--- src/rtl/char_uart_pkg.sv ---
// char_uart_pkg: definitions shared by the UART character transmitter and
// receiver.
//   - DATA_BITS_DEF : default number of data bits per frame
//   - rx_state_t    : receiver FSM states
//   - baud_period() : baud index -> clocks per bit at 23.04 MHz (13-bit)
package char_uart_pkg;

  localparam int unsigned DATA_BITS_DEF = 8;

  typedef enum logic [2:0] {
    IDLE,
    START,
    DATA,
    PARITY,
    STOP,
    WAIT_HIGH
  } rx_state_t;

  function automatic logic [12:0] baud_period(input logic [2:0] idx);
    logic [12:0] p;
    case (idx)
      3'd0:    p = 13'd100;
      3'd1:    p = 13'd200;
      3'd2:    p = 13'd400;
      3'd3:    p = 13'd600;
      3'd4:    p = 13'd1200;
      3'd5:    p = 13'd2400;
      default: p = 13'd4800;
    endcase
    return p;
  endfunction

endpackage

--- src/rtl/char_rx_if.sv ---
// char_rx_if: serial-side and character-side signals of the UART receiver.
//   i_rx         : serial line (idles high), async to the system clock
//   i_baud       : baud index
//   o_char       : last received byte
//   o_valid      : one-cycle strobe, o_char updated in the same cycle
//   o_frame_err  : one-cycle strobe, stop bit sampled low
//   o_parity_err : one-cycle strobe, parity mismatch (parity build only)
//   o_busy       : receiver is not idle
// slave  : the receiver side
// master : the side driving the line and consuming characters
interface char_rx_if;
  logic       i_rx;
  logic [2:0] i_baud;
  logic [7:0] o_char;
  logic       o_valid;
  logic       o_frame_err;
  logic       o_parity_err;
  logic       o_busy;

  modport slave (
    input  i_rx, i_baud,
    output o_char, o_valid, o_frame_err, o_parity_err, o_busy
  );

  modport master (
    output i_rx, i_baud,
    input  o_char, o_valid, o_frame_err, o_parity_err, o_busy
  );
endinterface

--- src/rtl/char_rx_sync.sv ---
// rx_sync: multi-flop synchroniser for an asynchronous input.
//   i_clk  : system clock
//   i_rst  : asynchronous active-low reset; all flops reset to 1 (line idle)
//   i_d    : asynchronous input
//   o_q    : synchronised output
// STAGES must be at least 2.
module rx_sync #(
  parameter int unsigned STAGES = 2
) (
  input  logic i_clk,
  input  logic i_rst,
  input  logic i_d,
  output logic o_q
);

  logic [STAGES-1:0] r_sync;

  always_ff @(posedge i_clk or negedge i_rst) begin
    if (!i_rst) r_sync <= '1;
    else        r_sync <= {r_sync[STAGES-2:0], i_d};
  end

  assign o_q = r_sync[STAGES-1];

endmodule

--- src/rtl/char_rx.sv ---
// char_rx: UART character receiver, MSB-first frames
// (start 0, DATA_BITS data, [even parity], stop 1), oversampled by the
// 23.04 MHz system clock.
//   i_clk : system clock
//   i_rst : asynchronous active-low reset
//   bus   : char_rx_if.slave (i_rx, i_baud in; o_char, o_valid,
//           o_frame_err, o_parity_err, o_busy out)
// Optional feature: define CHAR_RX_PARITY_EN to add an even-parity bit
// between the data bits and the stop bit.
module char_rx
  import char_uart_pkg::*;
#(
  parameter int unsigned SYNC_STAGES = 2,
  parameter int unsigned DATA_BITS   = DATA_BITS_DEF
) (
  input  logic       i_clk,
  input  logic       i_rst,
  char_rx_if.slave   bus
);

  logic                 w_rx_s;
  logic                 w_samp;
  rx_state_t            r_state;
  logic [12:0]          r_period;
  logic [12:0]          r_cnt;
  logic [3:0]           r_bits;
  logic [DATA_BITS-1:0] r_shreg;
  logic [7:0]           r_char;
  logic                 r_valid;
  logic                 r_ferr;
`ifdef CHAR_RX_PARITY_EN
  logic                 r_perr;
  logic                 r_par_bad;
`endif

  rx_sync #(.STAGES(SYNC_STAGES)) u_sync (
    .i_clk (i_clk),
    .i_rst (i_rst),
    .i_d   (bus.i_rx),
    .o_q   (w_rx_s)
  );

  // Full-bit sample point used by DATA, PARITY and STOP
  assign w_samp = (r_cnt == r_period - 13'd1);

  always_ff @(posedge i_clk or negedge i_rst) begin
    if (!i_rst) begin
      r_state   <= IDLE;
      r_period  <= '0;
      r_cnt     <= '0;
      r_bits    <= '0;
      r_shreg   <= '0;
      r_char    <= '0;
      r_valid   <= 1'b0;
      r_ferr    <= 1'b0;
`ifdef CHAR_RX_PARITY_EN
      r_perr    <= 1'b0;
      r_par_bad <= 1'b0;
`endif
    end else begin
      r_valid <= 1'b0;
      r_ferr  <= 1'b0;
`ifdef CHAR_RX_PARITY_EN
      r_perr  <= 1'b0;
`endif
      case (r_state)
        IDLE: begin
          r_cnt  <= '0;
          r_bits <= '0;
          if (!w_rx_s) begin
            r_state  <= START;
            r_period <= baud_period(bus.i_baud);
          end
        end
        // Half-bit wait re-centres sampling onto the middle of each bit
        START: begin
          if (r_cnt == (r_period >> 1) - 13'd1) begin
            r_cnt   <= '0;
            r_state <= w_rx_s ? IDLE : DATA;
          end else begin
            r_cnt <= r_cnt + 13'd1;
          end
        end
        DATA: begin
          if (w_samp) begin
            r_cnt   <= '0;
            r_shreg <= {r_shreg[DATA_BITS-2:0], w_rx_s};
            if (r_bits == 4'(DATA_BITS - 1)) begin
              r_bits <= '0;
`ifdef CHAR_RX_PARITY_EN
              r_state <= PARITY;
`else
              r_state <= STOP;
`endif
            end else begin
              r_bits <= r_bits + 4'd1;
            end
          end else begin
            r_cnt <= r_cnt + 13'd1;
          end
        end
`ifdef CHAR_RX_PARITY_EN
        // Mismatch is held until the stop outcome so both strobe together
        PARITY: begin
          if (w_samp) begin
            r_cnt     <= '0;
            r_par_bad <= (^r_shreg) != w_rx_s;
            r_state   <= STOP;
          end else begin
            r_cnt <= r_cnt + 13'd1;
          end
        end
`endif
        STOP: begin
          if (w_samp) begin
            r_cnt <= '0;
`ifdef CHAR_RX_PARITY_EN
            r_perr <= r_par_bad;
`endif
            if (w_rx_s) begin
              r_char  <= 8'(r_shreg);
              r_valid <= 1'b1;
              r_state <= IDLE;
            end else begin
              r_ferr  <= 1'b1;
              r_state <= WAIT_HIGH;
            end
          end else begin
            r_cnt <= r_cnt + 13'd1;
          end
        end
        // A held-low line (break) must not decode as back-to-back frames
        WAIT_HIGH: begin
          r_cnt <= '0;
          if (w_rx_s) r_state <= IDLE;
        end
        default: begin
          r_cnt   <= '0;
          r_state <= IDLE;
        end
      endcase
    end
  end

  assign bus.o_char      = r_char;
  assign bus.o_valid     = r_valid;
  assign bus.o_frame_err = r_ferr;
  assign bus.o_busy      = (r_state != IDLE);
`ifdef CHAR_RX_PARITY_EN
  assign bus.o_parity_err = r_perr;
`else
  assign bus.o_parity_err = 1'b0;
`endif

endmodule

--- src/flat_wrapper.sv ---
// flat-port wrapper written by rule: the top's interface ports become plain ports
module char_rx_flat import char_uart_pkg::*;
#(
  parameter int unsigned SYNC_STAGES = 2,
  parameter int unsigned DATA_BITS   = DATA_BITS_DEF
)
  (i_clk, i_rst, bus_i_rx, bus_i_baud, bus_o_char, bus_o_valid, bus_o_frame_err, bus_o_parity_err, bus_o_busy);
  char_rx_if bus_i ();
  input  logic i_clk;
  input  logic i_rst;
  input wire logic [$bits(bus_i.i_rx)-1:0] bus_i_rx;
  input wire logic [$bits(bus_i.i_baud)-1:0] bus_i_baud;
  output wire logic [$bits(bus_i.o_char)-1:0] bus_o_char;
  output wire logic [$bits(bus_i.o_valid)-1:0] bus_o_valid;
  output wire logic [$bits(bus_i.o_frame_err)-1:0] bus_o_frame_err;
  output wire logic [$bits(bus_i.o_parity_err)-1:0] bus_o_parity_err;
  output wire logic [$bits(bus_i.o_busy)-1:0] bus_o_busy;
  assign bus_i.i_rx = bus_i_rx;
  assign bus_i.i_baud = bus_i_baud;
  assign bus_o_char = bus_i.o_char;
  assign bus_o_valid = bus_i.o_valid;
  assign bus_o_frame_err = bus_i.o_frame_err;
  assign bus_o_parity_err = bus_i.o_parity_err;
  assign bus_o_busy = bus_i.o_busy;
  char_rx #(.SYNC_STAGES(SYNC_STAGES), .DATA_BITS(DATA_BITS)) u_core (.i_clk(i_clk), .i_rst(i_rst), .bus(bus_i));
endmodule
--- config.mk ---
export PLATFORM = sky130hd
export DESIGN_NAME = char_rx_flat
export DESIGN_NICKNAME = d
export VERILOG_FILES = /design/src/rtl/char_uart_pkg.sv /design/src/rtl/char_rx_if.sv /design/src/rtl/char_rx_sync.sv /design/src/rtl/char_rx.sv /design/src/flat_wrapper.sv
export SDC_FILE = /design/constraint.sdc
export NUM_CORES = 1
export LEC_CHECK = 0
export ABC_AREA = 1
export CAP_MARGIN = 20
export CORE_ASPECT_RATIO = 2
export CORE_MARGIN = 5
export CORE_UTILIZATION = 45
export CTS_CLUSTER_SIZE = 14
export DETAILED_ROUTE_END_ITERATION = 16
export PLACE_DENSITY = 0.61
export SYNTH_ARGS = -nofsm -noshare
export SYNTH_HDL_FRONTEND = slang
export SYNTH_HIERARCHICAL = 1
export SYNTH_SLANG_ARGS = --single-unit
--- constraint.sdc ---
create_clock -name i_clk -period 3.6 [get_ports i_clk]
set_clock_uncertainty 0.15 [all_clocks]
set_input_delay 0.54 -clock i_clk [delete_from_list [all_inputs] [get_ports i_clk]]
set_output_delay 0.54 -clock i_clk [all_outputs]
set_load 0.01 [all_outputs]
Fig. 1: run 1, layout detail
Scale bar: 5 um. Window x 24 to 44, y 78 to 98 um. Cells in gray, sequential cells in the stronger gray; small squares are vias.
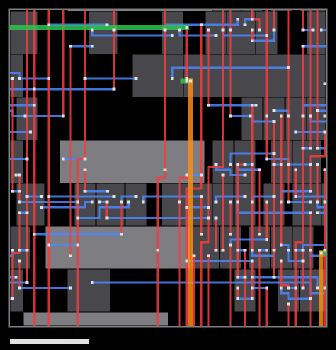
| color | layer |
|---|---|
| red | met2 |
| green | met3 |
| orange | met4 |
| blue | met1 |
cells with their middle in the window: 40
netlist names of flops here include: u_core/r_cnt (2)
sequential cells in the window: 2
most frequent: nand2_1 (15), nor2_1 (6)

Fig. 2: run 1, logic cells by family
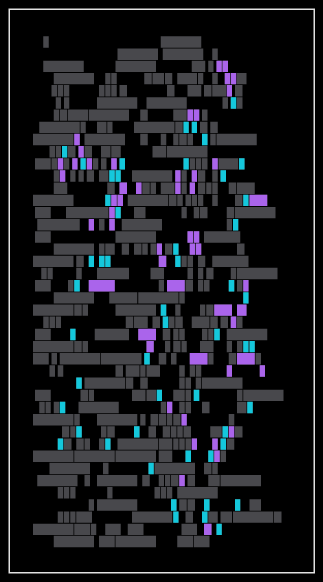
| color | family | cells |
|---|---|---|
| purple | NOR gates | 53 |
| cyan | inverters | 51 |

Fig. 3: run 1, wire density map
14 x 25 tiles, from white (low) to dark blue (high), scaled to the fullest tile. Values are wire area over tile area, all layers added.
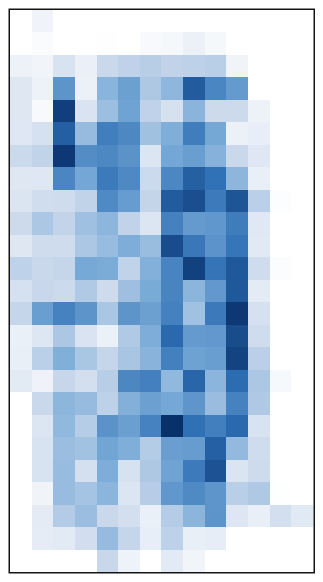
nearly empty tiles: 24%
tiles over half the peak: 25%
emptiest ninth of the die: top right

Fig. 4: run 1, clock routing
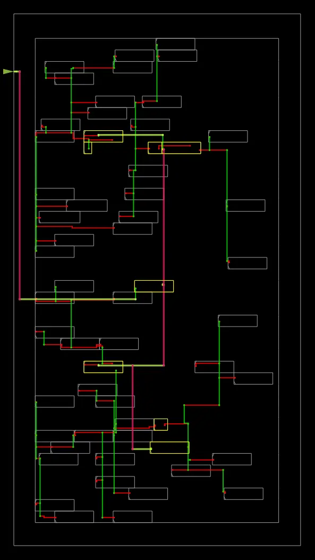
flop count: 51
clk_lat worst skew: 0.30 ns
Num CTS Buffers: 5

run 1: power by group:
group          switching [W]  internal (W)
sequential          0.000125      0.000667
clock               0.000227      0.000262
combinational       0.000658      0.000329
total                0.00101       0.00126
run 1: placed cells by master, fill, tap and decap left out, types with 3 or more instances in the layout:
cell             netlist  routed
a21oi_1               17      17
clkbuf_16              0       5
clkdlybuf4s50_1        0      15
dfrtp_1               49      49
ha_1                   3       3
inv_1                 49      49
nand2_1              138     138
nand3_1               34      34
nand4_1                4       4
nor2_1                41      41
nor2_4                 6       6
nor3_1                 4       4
o21ai_0               17      17
xor2_1                 9       9
run 1: cell type report:
type | count | area (um2)
clock buffer | 5 | 125
clock inverter | 3 | 22.5
fill | 640 | 3170
inverter | 51 | 191
multi-input combinational | 297 | 1500
sequential | 51 | 1280
tap | 88 | 110
timing repair buffer | 18 | 170
run 1: worst max path at each step:
stage | startpoint | end | depth (start not counted)
floorplan | u_core/r_period[2] | u_core/r_bits[1] | 13
global placement | u_core/r_period[2] | u_core/r_state[2] | 15
detailed placement | u_core/r_period[2] | u_core/r_state[1] | 15
CTS | u_core/r_period[2] | u_core/r_state[1] | 15
global route | u_core/r_period[2] | u_core/r_state[0] | 15
finish | u_core/r_period[2] | u_core/r_state[1] | 15
run 1: routing by layer:
metal  up-vias  global-route usage  wire (um)
met2        32               0.329       3900
met5         -                   0          0
met1      1178               0.195       2530
met3        15              0.0278        128
met4         0              0.0921        268
li1       1314                   -          -
run 1: kinds of logic after synthesis:
group	count (synthesis)	synth area share
buf+inv	56	0.0746
xor+xnor	13	0.0471
simple gates	237	0.359
flops	51	0.426
compound gates	43	0.0788
other cells	1	0.00125
fa+ha+maj	3	0.0125
==> Slide: Implementation Results, run 1 <==
Implementation Results

Worst setup path
  • Reg2reg start: u_core/r_period[2]
  • CP arrival: 2.86 ns
  • CP cell instances: inv_1 > ha_1 > nand2_4 > nor2_4 > nand2_1 > nand2_1 > nand2_1 > nand2_1 > nand2_1 > nor2_1 > nand3_1 > nand2_1 > nand3_1 > nand2_1 > nand2_1
  • Most used cell, CP: nand2_1
  • Kind of critical path: reg -> reg
  • Critical Path RT: 3.64 ns

Floorplanning
  • Num rows: 42

Final timing
  • Max-slew violations: 0
  • Min Tclk post-route: 2.82 ns
  • PnR worst setup slack: 0.778 ns
  • Worst-Margin Slew: 0.542 ns

Power and ir drop
  • Leakage: 1.68 nW

Drt
  • Drt wl/cell: 13.3 um
  • Via count: 2,539

Placed design
  • Placement Cell Area: 0.00325 mm2
  • Post-Place Cells: 505
  • Detail Placement HPWL: 5380 um

Cells and area
  • Max reg flops: 13
  • Fin nets: 433
  • Regs by FF count: u_core/r_cnt (13), u_core/r_period (11)

CTS
  • Clk slew on worst S/H paths: 0.07 ns
  • Post-CTS setup-driven buffer insertion count: 0
  • Clock Tree Root: clkbuf_16
  • Post-CTS sizing: 0

Global route
  • GRT Resource Usage Total: 0.183

Synth
  • Cell area leaders: dfrtp_1 (41%), nand2_1 (17%), inv_1 (6.1%)
  • Async S/R FF share, synth: 1.00
  • Top cells by count: nand2_1 (138), dfrtp_1 (49), inv_1 (49)
  • Total number of yosys warnings: 6
  • Seq/Total Area, Yosys: 0.426

Outcome
  • Status: complete, no violations
--- run 2 (diff from run 1) ---
==> constraint.sdc (replaced) <==
create_clock -name i_clk -period 2.9 [get_ports i_clk]
set_clock_uncertainty 0.15 [all_clocks]
set_input_delay 0.435 -clock i_clk [delete_from_list [all_inputs] [get_ports i_clk]]
set_output_delay 0.435 -clock i_clk [all_outputs]
set_load 0.01 [all_outputs]
Fig. 5: run 2, logic cells by family
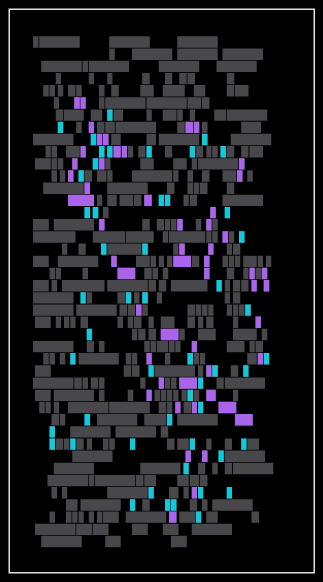
| color | family | cells |
|---|---|---|
| purple | NOR gates | 53 |
| cyan | inverters | 51 |

==> run 2 against run 1 <==
  * Worst hold slack improved by 0.055 ns
  * Synthesized area unchanged
  * Fmax increased by 12%
  * Cell area increased by 0.88%
  * Critical path depth unchanged
  * Critical path type unchanged
  * Largest cell class unchanged
  * Largest power group unchanged
==> Slide: Implementation Results, run 2 <==
Implementation Results

Outcome
  • Status: complete, no violations

Synth
  • Simple-Gate Fraction of Synth Area: 0.359 (unchanged)
  • Synth logic family: simple AND/OR/NAND/NOR gates
  • MUX area fraction: 0 (unchanged)
  • Top cells by count: nand2_1 (138), dfrtp_1 (49), inv_1 (49)
  • Area fraction in xor and xnor cells: 0.0471 (unchanged)
  • Cell area leaders: dfrtp_1 (41%), nand2_1 (17%), inv_1 (6.1%)
  • Fa+ha+maj area frac: 0.0125 (unchanged)
  • Seq/Total Area, Yosys: 0.426 (unchanged)
  • Area fraction in compound gates: 0.0788 (unchanged)

Drt
  • Met2 Wirelength: 4190 um (+7.5%)
  • Met1 WL: 2490 um (-1.6%)
  • Via count: 2,587 (+1.9%)
  • Drt wl/cell: 13.6 um (+2.5%)
  • Max layer used: met4

Cells and area
  • Most used logic cell in the final layout: nand2_1
  • Regs by FF count: u_core/r_cnt (13), u_core/r_period (11)
  • Fin nets: 435 (+0.46%)
  • Max reg flops: 13 (unchanged)

Final timing
  • PnR worst setup slack: 0.373 ns (-0.405 ns)
  • Worst-Margin Slew: 0.921 ns (+0.380 ns)
  • Min Tclk post-route: 2.53 ns (-0.295 ns)
  • Max-slew violations: 0 (unchanged)

Global route
  • Met2 Use GR: 0.361 (+0.0316)
  • Layer with the highest usage: met2
  • GRT Resource Usage Total: 0.194 (+0.0115)
  • Grt met3 use: 0.0224 (-0.00539)

Worst setup path
  • CP arrival: 2.56 ns (-0.30 ns)
  • Reg2reg start: u_core/r_period[2]
  • CP startpoint: u_core/r_period[2]
  • Kind of critical path: reg -> reg
  • Critical Path RT: 2.93 ns (-0.71 ns)
  • Most used cell, CP: nand2_1

CTS
  • Clock Tree Root: clkbuf_16
  • Post-CTS setup-driven buffer insertion count: 0 (unchanged)
  • Num CTS Buffers: 5 (unchanged)
  • Clk_lat worst skew: 0.29 ns (about the same)

Power and ir drop
  • Leakage: 1.69 nW (+0.59%)

Floorplanning
  • Num rows: 42 (unchanged)

Placed design
  • Placement Cell Area: 0.00326 mm2 (+0.46%)
  • Post-Place Cells: 507 (+0.40%)
  • Detail Placement HPWL: 5530 um (+2.8%)
[run 2: cell counts after synthesis]
Identical to the previous run, type by type.
[run 2: logic make-up after synthesis]
| logic type | after synthesis |
|---|---|
| AND-OR/OR-AND | 43 |
| XOR/XNOR | 13 |
| adder cells (fa/ha/maj) | 3 |
| buffers and inverters | 56 |
| flip-flops | 51 |
| other | 1 |
| AND/OR/NAND/NOR | 237 |
[run 2: layout make-up]
| class | instances | area, um2 |
|---|---|---|
| Inverter | 51 | 191 |
| Clock inverter | 1 | 7.51 |
| Timing Repair Buffer | 20 | 185 |
| Sequential cell | 51 | 1280 |
| Tap cell | 88 | 110 |
| Multi-Input combinational cell | 297 | 1500 |
| Clock buffer | 7 | 153 |
| Fill cell | 681 | 3140 |
[run 2: worst max path at each step]
stage                     cells after the start                 to
after global routing                         15  u_core/r_state[2]
final                                        15  u_core/r_state[1]
after detailed placement                     15  u_core/r_state[1]
after floorplan                              13   u_core/r_bits[1]
after global placement                       15  u_core/r_state[0]
after CTS                                    15  u_core/r_state[1]
[run 2: what timing repair did]
action | 4_1_cts | 5_1_grt
resized | 0 | 1
hold buffers | 0 | 0
endpoints found under the setup margin | 0 | 3
[run 2: stage by stage]
step | hold slack, ns | util
floorplan | -0.0106 | -
global placement | 0.196 | 0.497
detailed placement | 0.203 | 0.497
CTS | 0.167 | 0.521
global route | 0.194 | 0.522
finish | 0.114 | 0.522
[run 2: power by group]
group          internal (W)  switching [W]  leakage [nW]  total (W)
logic              0.000424       0.000828         0.930    0.00125
registers          0.000829       0.000154         0.682   0.000983
clock network      0.000367       0.000255        0.0761   0.000622
total               0.00162        0.00124          1.69    0.00286
Power is estimated from default activity; no workload was simulated.
